[src/rtl/seg_scan_driver.sv]
// Eight-digit multiplexed seven-segment driver showing a captured 32-bit instruction word in hex.
// Optional leading-zero blanking; the digit-0 decimal point flags a recently changed word.
module seg_scan_driver #(
  parameter int unsigned PRESCALE      = 50000,
  parameter int unsigned BLANK_LEADING = 1,
  parameter int unsigned NEW_FRAMES    = 4
) (
  input  logic        clock,
  input  logic        reset,
  input  logic [31:0] instr,
  input  logic        load,
  input  logic        freeze,
  output logic [6:0]  seg,
  output logic [7:0]  an,
  output logic        dp,
  output logic [31:0] shown
);

  localparam int unsigned PW = (PRESCALE > 2) ? $clog2(PRESCALE) : 1;
  localparam int unsigned NW = (NEW_FRAMES > 0) ? $clog2(NEW_FRAMES + 1) : 1;
  localparam logic [PW-1:0] PresLast = PW'(PRESCALE - 1);
  localparam logic [NW-1:0] NewLoad  = NW'(NEW_FRAMES);

  logic [PW-1:0] presc_q, presc_d;
  logic [2:0]    idx_q, idx_d;
  logic [NW-1:0] new_cnt_q, new_cnt_d;
  logic [31:0]   shown_q, shown_d;
  logic [6:0]    seg_q, seg_d;
  logic [7:0]    an_q, an_d;
  logic          dp_q, dp_d;

  logic          capture, changed, slot_end, frame_wrap;
  logic [7:0]    nib_nz;
  logic [3:0]    nibble;
  logic          blank;

  assign capture    = load & ~freeze;
  assign changed    = capture && (instr != shown_q);
  assign slot_end   = (presc_q == PresLast);
  assign frame_wrap = slot_end && (idx_q == 3'd7);

  always_comb begin
    presc_d   = slot_end ? '0 : presc_q + 1'b1;
    idx_d     = slot_end ? idx_q + 3'd1 : idx_q;
    shown_d   = capture ? instr : shown_q;
    new_cnt_d = new_cnt_q;
    // A fresh word reloads the counter even if a frame ends in the same cycle.
    if (changed) begin
      new_cnt_d = NewLoad;
    end else if (frame_wrap && (new_cnt_q != '0)) begin
      new_cnt_d = new_cnt_q - 1'b1;
    end
  end

  always_comb begin
    for (int i = 0; i < 8; i++) begin
      nib_nz[i] = |shown_q[4*i +: 4];
    end
    nibble = shown_q[{idx_q, 2'b00} +: 4];
    // Digit idx is a leading zero when it and every higher nibble are zero.
    blank  = (BLANK_LEADING != 0) && (idx_q != 3'd0) && ((nib_nz >> idx_q) == 8'd0);
    case (nibble)
      4'h0:    seg_d = 7'b1000000;
      4'h1:    seg_d = 7'b1111001;
      4'h2:    seg_d = 7'b0100100;
      4'h3:    seg_d = 7'b0110000;
      4'h4:    seg_d = 7'b0011001;
      4'h5:    seg_d = 7'b0010010;
      4'h6:    seg_d = 7'b0000010;
      4'h7:    seg_d = 7'b1111000;
      4'h8:    seg_d = 7'b0000000;
      4'h9:    seg_d = 7'b0011000;
      4'hA:    seg_d = 7'b0001000;
      4'hB:    seg_d = 7'b0000011;
      4'hC:    seg_d = 7'b1000110;
      4'hD:    seg_d = 7'b0100001;
      4'hE:    seg_d = 7'b0000110;
      default: seg_d = 7'b0001110;
    endcase
    if (blank) begin
      seg_d = 7'b1111111;
    end
    an_d = ~(8'b1 << idx_q);
    dp_d = ~((idx_q == 3'd0) && (new_cnt_q != '0));
  end

  always_ff @(posedge clock) begin
    if (reset) begin
      presc_q   <= '0;
      idx_q     <= '0;
      new_cnt_q <= '0;
      shown_q   <= '0;
      seg_q     <= 7'b1111111;
      an_q      <= 8'hFF;
      dp_q      <= 1'b1;
    end else begin
      presc_q   <= presc_d;
      idx_q     <= idx_d;
      new_cnt_q <= new_cnt_d;
      shown_q   <= shown_d;
      seg_q     <= seg_d;
      an_q      <= an_d;
      dp_q      <= dp_d;
    end
  end

  assign seg   = seg_q;
  assign an    = an_q;
  assign dp    = dp_q;
  assign shown = shown_q;

endmodule

[config.mk]
export PLATFORM = sky130hd
export DESIGN_NAME = seg_scan_driver
export DESIGN_NICKNAME = d
export VERILOG_FILES = /design/src/rtl/seg_scan_driver.sv
export SDC_FILE = /design/constraint.sdc
export NUM_CORES = 1
export LEC_CHECK = 0
export CAP_MARGIN = 20
export CORE_MARGIN = 2
export CORE_UTILIZATION = 40
export DETAILED_ROUTE_END_ITERATION = 12
export PLACE_DENSITY = 0.75
export SYNTH_ARGS = -nofsm -noshare
export SYNTH_HDL_FRONTEND = slang
export SYNTH_SLANG_ARGS = --single-unit
[constraint.sdc]
create_clock -name clock -period 2.69 [get_ports clock]
set_clock_uncertainty 0.2 [all_clocks]
set_input_delay 0.269 -clock clock [delete_from_list [all_inputs] [get_ports clock]]
set_output_delay 0.269 -clock clock [all_outputs]
set_load 0.01 [all_outputs]
**Run 1: clock nets**

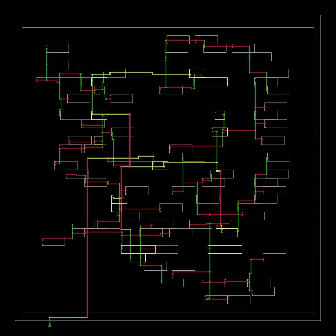
total clock sinks: 70
clock latency reported for the late side of the worst-skew pair: 0.35 ns

**Run 1: routed metal per tile**

Bar = 20 µm. 20 x 20 tiles, from dark blue (low) to red (high), scaled to the fullest tile. Values are wire area over tile area, all layers added.
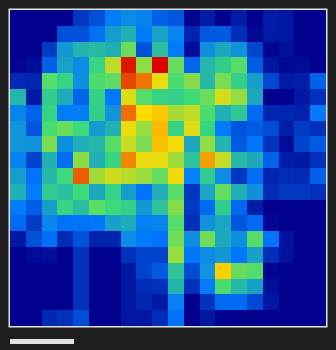
tiles over half the peak: 17%
nearly empty tiles: 21%
fullest tile: 0.59
emptiest ninth of the die: south-west
wire length after detailed routing: 9.38 mm
per-cell routed wire length: 15.3 µm
routed vias: 3270
aggregate global-route resource usage: 0.198

**Run 1: metal 3**

Bar = 20 µm.
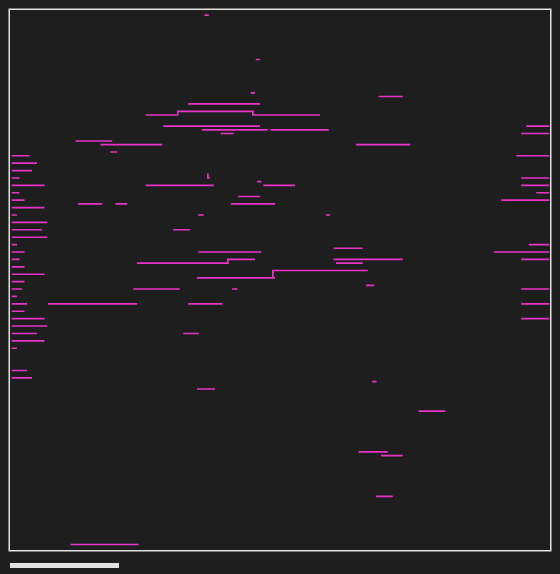
wire length on this layer: 477 µm
longest straight run: 17.5 µm
main direction: horizontal
share of all routed wire: 5.1%
met3 Use GR: 0.0408

**Run 1: placement by cell class**

Fill, decap, tap and diode cells in grey.
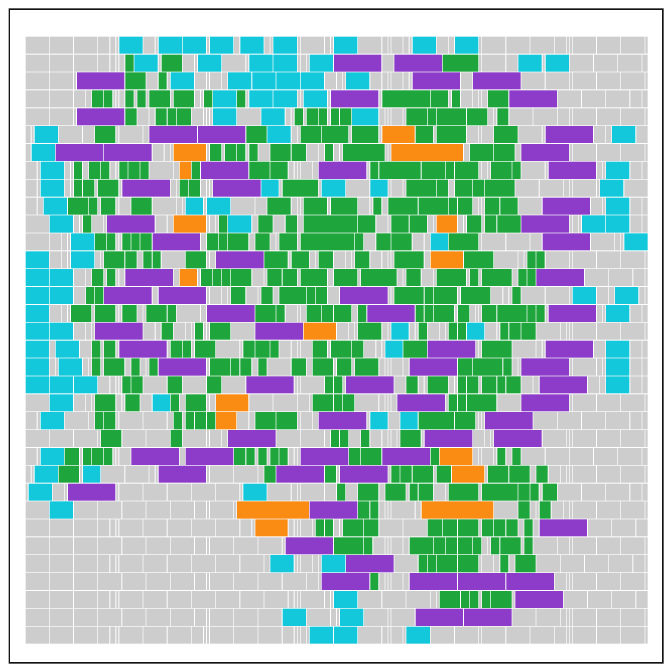
legend:
  green:
    class: combinational and other logic
    cells: 325
    share_of_their_area: 45%
  orange:
    class: clock drivers and dummy loads
    cells: 16
    share_of_their_area: 5.2%
  purple:
    class: sequential cells
    cells: 70
    share_of_their_area: 30%
  cyan:
    class: remaining buffers and delay cells
    cells: 95
    share_of_their_area: 20%
# rows: 34
final cell utilization of the core: 0.553
post-route cell area: 0.00484 mm²
fraction of standard cell area that is sequential: 0.289

==> flow_summary.ini, run 1 <==
; implementation run metrics
[outcome]
outcome = complete, no violations

[synth]
syn_inst = 414
postSynthNetCount = 464
synthesized_area_per_cell_um2 = 8.76
post_synth_main_area_contributors = sky130_fd_sc_hd__dfxtp_1, sky130_fd_sc_hd__xnor2_1, sky130_fd_sc_hd__nand2_1
synth_flops = 70
synth-cells-yosys = 414
post_synth_xor_area_fraction = 0.116
synthesis.area_mm2 = 0.00362
cell_type_contributing_the_most_total_cell_area_after_synthesis = sky130_fd_sc_hd__dfxtp_1
yosysWarnings = 0

[worst_setup_path]
timing.critical_path.buf_inv = 2
reg_to_reg_end = seg[3]
rr_worst_depth = 9
critical_path.cell_chain = buf_6, mux4_2, nand2_1, nand2_1, inv_1, ha_1, nor3_1, a211oi_1, o31ai_1
worstSetupPathDepth = 9

[final_timing]
unrepaired_setup_endpoints_after_global_routing = no
fmax_ghz = 0.388
finalHoldViolations = 0
setup-tns-final_ns = 0
final_max_slew_viols = 0
layout_min_cycle_time_ns = 2.57

[clock_network]
clock-root-buffer = sky130_fd_sc_hd__clkbuf_8
cts.htree.levels = 3

[place]
place_worst_setup_slack_ns = 0.152

[min_path]
hold_path_startpoint = presc_q[0]
whs_path_depth = 1

[final_layout]
flop_area_mm2 = 0.00140
nNetsFinal = 551

[detailed_routing]
wl_met3_um = 476
topRoutingLayerUsed = met4

[power]
comb_power_share = 0.145
power.ir.vdd_worst_v = 0.000303

[grt]
global_route_wire_length_before_repair_mm = 15.7
antenna_found_initial = 0
globalRoute.busiestLayer = met2
run 1: placed cells by master, fill, tap and decap left out, types with 5 or more instances in the layout:
cell type and instances:
sky130_fd_sc_hd__clkdlybuf4s50_1 83, sky130_fd_sc_hd__nand2_1 81, sky130_fd_sc_hd__dfxtp_1 70, sky130_fd_sc_hd__xnor2_1 42, sky130_fd_sc_hd__a21oi_1 37, sky130_fd_sc_hd__nor2_1 21, sky130_fd_sc_hd__inv_1 14, sky130_fd_sc_hd__ha_1 14
sky130_fd_sc_hd__mux2i_1 11, sky130_fd_sc_hd__buf_4 11, sky130_fd_sc_hd__nor4_1 9, sky130_fd_sc_hd__nand4_1 9, sky130_fd_sc_hd__clkbuf_8 9, sky130_fd_sc_hd__nor3_1 8, sky130_fd_sc_hd__nand3_1 8, sky130_fd_sc_hd__xor2_1 6
sky130_fd_sc_hd__mux2_2 5, sky130_fd_sc_hd__nand2b_1 5
run 1: power by group through the flow:
stage | Combinational, µW | Clock (µW) | Sequential (µW)
6_report | 368 | 1040 | 1120
5_1_grt | 400 | 1110 | 1130
4_1_cts | 368 | 1060 | 1120
3_5_place_dp | 365 | 0 | 1150
3_3_place_gp | 360 | 0 | 1150
2_1_floorplan | 168 | 0 | 1150
run 1: state kept, by name, summed over array words and instances (netlist names):
name	count
dp	1
new_cnt_q	3
an	8
presc_q	16
shown	32
idx_q	3
seg	7
run 1: area by class of cell:
type                       count  area share
sequential                    70       0.289
timing repair buffer          95       0.191
multi-input combinational    311       0.431
clock inverter                 7      0.0248
inverter                      14      0.0108
tap                          108      0.0279
clock buffer                   9      0.0256
**Run 1: M1 wires**

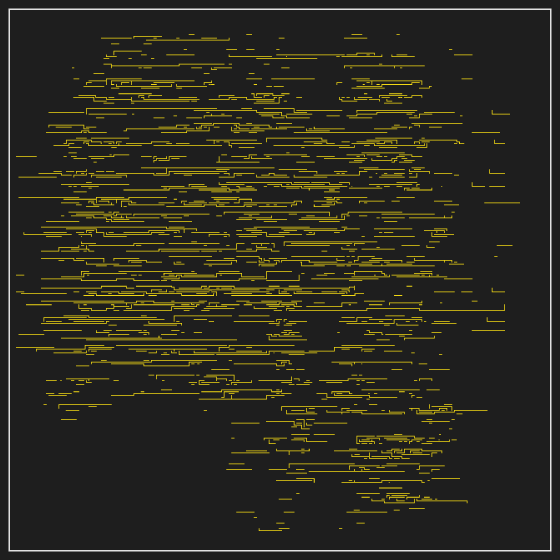

==> inputs of run 2 (changes only) <==
Settings changed: CTS_BUF_LIST set to sky130_fd_sc_hd__clkbuf_8 sky130_fd_sc_hd__clkbuf_16.
Clock period 2.69 ns to 2.5 ns, I/O delays scaled along.
**Run 2: M1 wires**

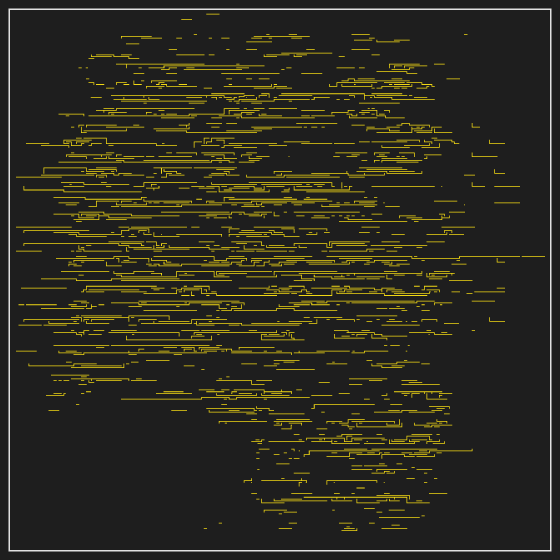
share of all routed wire: 42%
nets with wire on the layer: 497
wire length on this layer: 4120 µm
longest straight run: 22.5 µm
wire length after detailed routing: 9.73 mm
routed vias: 3243

**Run 2: metal 3**

Bar = 20 µm.
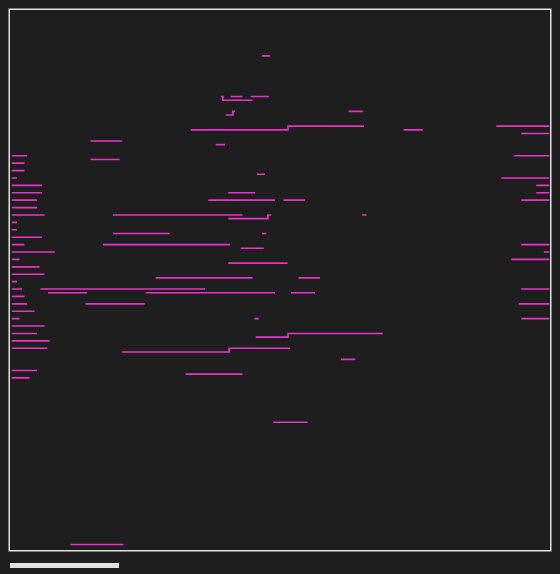
longest straight run: 29.9 µm
main direction: horizontal
wire length on this layer: 512 µm
nets with wire on the layer: 64
met3 Use GR: 0.0464

==> flow_summary.ini, run 2 <==
; implementation run metrics
[outcome]
outcome = complete, no violations

[clock_network]
cts.htree.levels = 3
cts_tree = done
clock-root-buffer = sky130_fd_sc_hd__clkbuf_8
clock_latency_reported_for_the_late_side_of_the_worst_skew_pair_ns = 0.34

[detailed_routing]
drt.antenna.violating_nets = 0
wl_per_cell_um = 15.7
topRoutingLayerUsed = met4

[final_timing]
layout_min_cycle_time_ns = 2.37
finalHoldViolations = 0
setup-tns-final_ns = 0
final_max_slew_viols = 0
finalWorstSetupSlack_ns = 0.129
fmax_ghz = 0.422
unrepaired_setup_endpoints_after_global_routing = no

[synth]
cell_type_contributing_the_most_total_cell_area_after_synthesis = sky130_fd_sc_hd__dfxtp_1
post_synth_main_area_contributors = sky130_fd_sc_hd__dfxtp_1, sky130_fd_sc_hd__xnor2_1, sky130_fd_sc_hd__nand2_1
yosysWarnings = 0
synthesized_area_per_cell_um2 = 8.76
synthesis.area_mm2 = 0.00362
synth_flops = 70
synth-cells-yosys = 414
postSynthNetCount = 464
syn_inst = 414

[power]
seqPwrFrac = 0.446
power.net_switching_uw = 644
power.ir.vdd_worst_v = 0.000359
comb_power_share = 0.152

[final_layout]
postLayoutCoreUtil = 0.562
largest_register_ff_count = 32
layout-drive-gt1-share = 0.121
final-comb-area_mm2 = 0.00211
fill_cells = 769
layout_top_cells = sky130_fd_sc_hd__clkdlybuf4s50_1, sky130_fd_sc_hd__nand2_1, sky130_fd_sc_hd__dfxtp_1
final_common_cell = sky130_fd_sc_hd__clkdlybuf4s50_1
flop_area_mm2 = 0.00140

[grt]
aggregate_global_route_resource_usage = 0.203
antenna_found_initial = 0
global_route_wire_length_before_repair_mm = 15.9
globalRoute.busiestLayer = met2

[floorplan]
rows = 34

[place]
finalWeightedCongestion = 0.949
place_worst_setup_slack_ns = 0.0574
[run 2: worst paths after layout]
check,slack [ns],depth (start not counted),from,to
setup / recovery,0.13,9,idx_q[2],seg[3]
hold / removal,0.28,1,presc_q[0],presc_q[0]
setup reg to reg,0.13,9,idx_q[2],seg[3]
hold reg to reg,0.28,1,presc_q[0],presc_q[0]
[run 2: cells by family (layout without fill, tap and decap cells)]
group           after synthesis  in the layout  synth area share
fa+ha+maj                    14             14            0.0483
compound gates               66             66             0.128
xor+xnor                     48             48             0.116
flops                        70             70             0.387
simple gates                164            164             0.219
buf+inv                      33            132            0.0404
mux                          19             19            0.0625
[run 2: cell type report]
cell class | instances | share of cell area
clock buffer | 10 | 0.0280
sequential | 70 | 0.285
timing repair buffer | 103 | 0.200
inverter | 14 | 0.0107
clock inverter | 5 | 0.0201
multi-input combinational | 311 | 0.429
tap | 108 | 0.0275
[run 2: repair_timing]
item / 4_1_cts / 5_1_grt
pin swaps: 0 / 1
gates resized: 1 / 5
buffers inserted: 0 / 1
endpoints found under the setup margin: 1 / 3
gates cloned: 0 / 0
[run 2: power groups by stage]
stage	Combinational [µW]	Clock [µW]	Sequential, µW
floorplan	181	0	1240
global placement	397	0	1230
detailed placement	403	0	1230
CTS	407	1110	1210
global route	444	1160	1210
finish	411	1090	1210
[run 2: critical path, cell delays in order, from the launching register on]
cell	delay, ns
sky130_fd_sc_hd__dfxtp_1	0.47
sky130_fd_sc_hd__buf_4	0.20
sky130_fd_sc_hd__nand2_2	0.09
sky130_fd_sc_hd__o22ai_1	0.28
sky130_fd_sc_hd__a221oi_4	0.08
sky130_fd_sc_hd__buf_4	0.16
sky130_fd_sc_hd__ha_4	0.28
sky130_fd_sc_hd__inv_1	0.05
sky130_fd_sc_hd__a2111oi_1	0.34
sky130_fd_sc_hd__o31ai_1	0.10
Power and IR drop assume default switching activity.
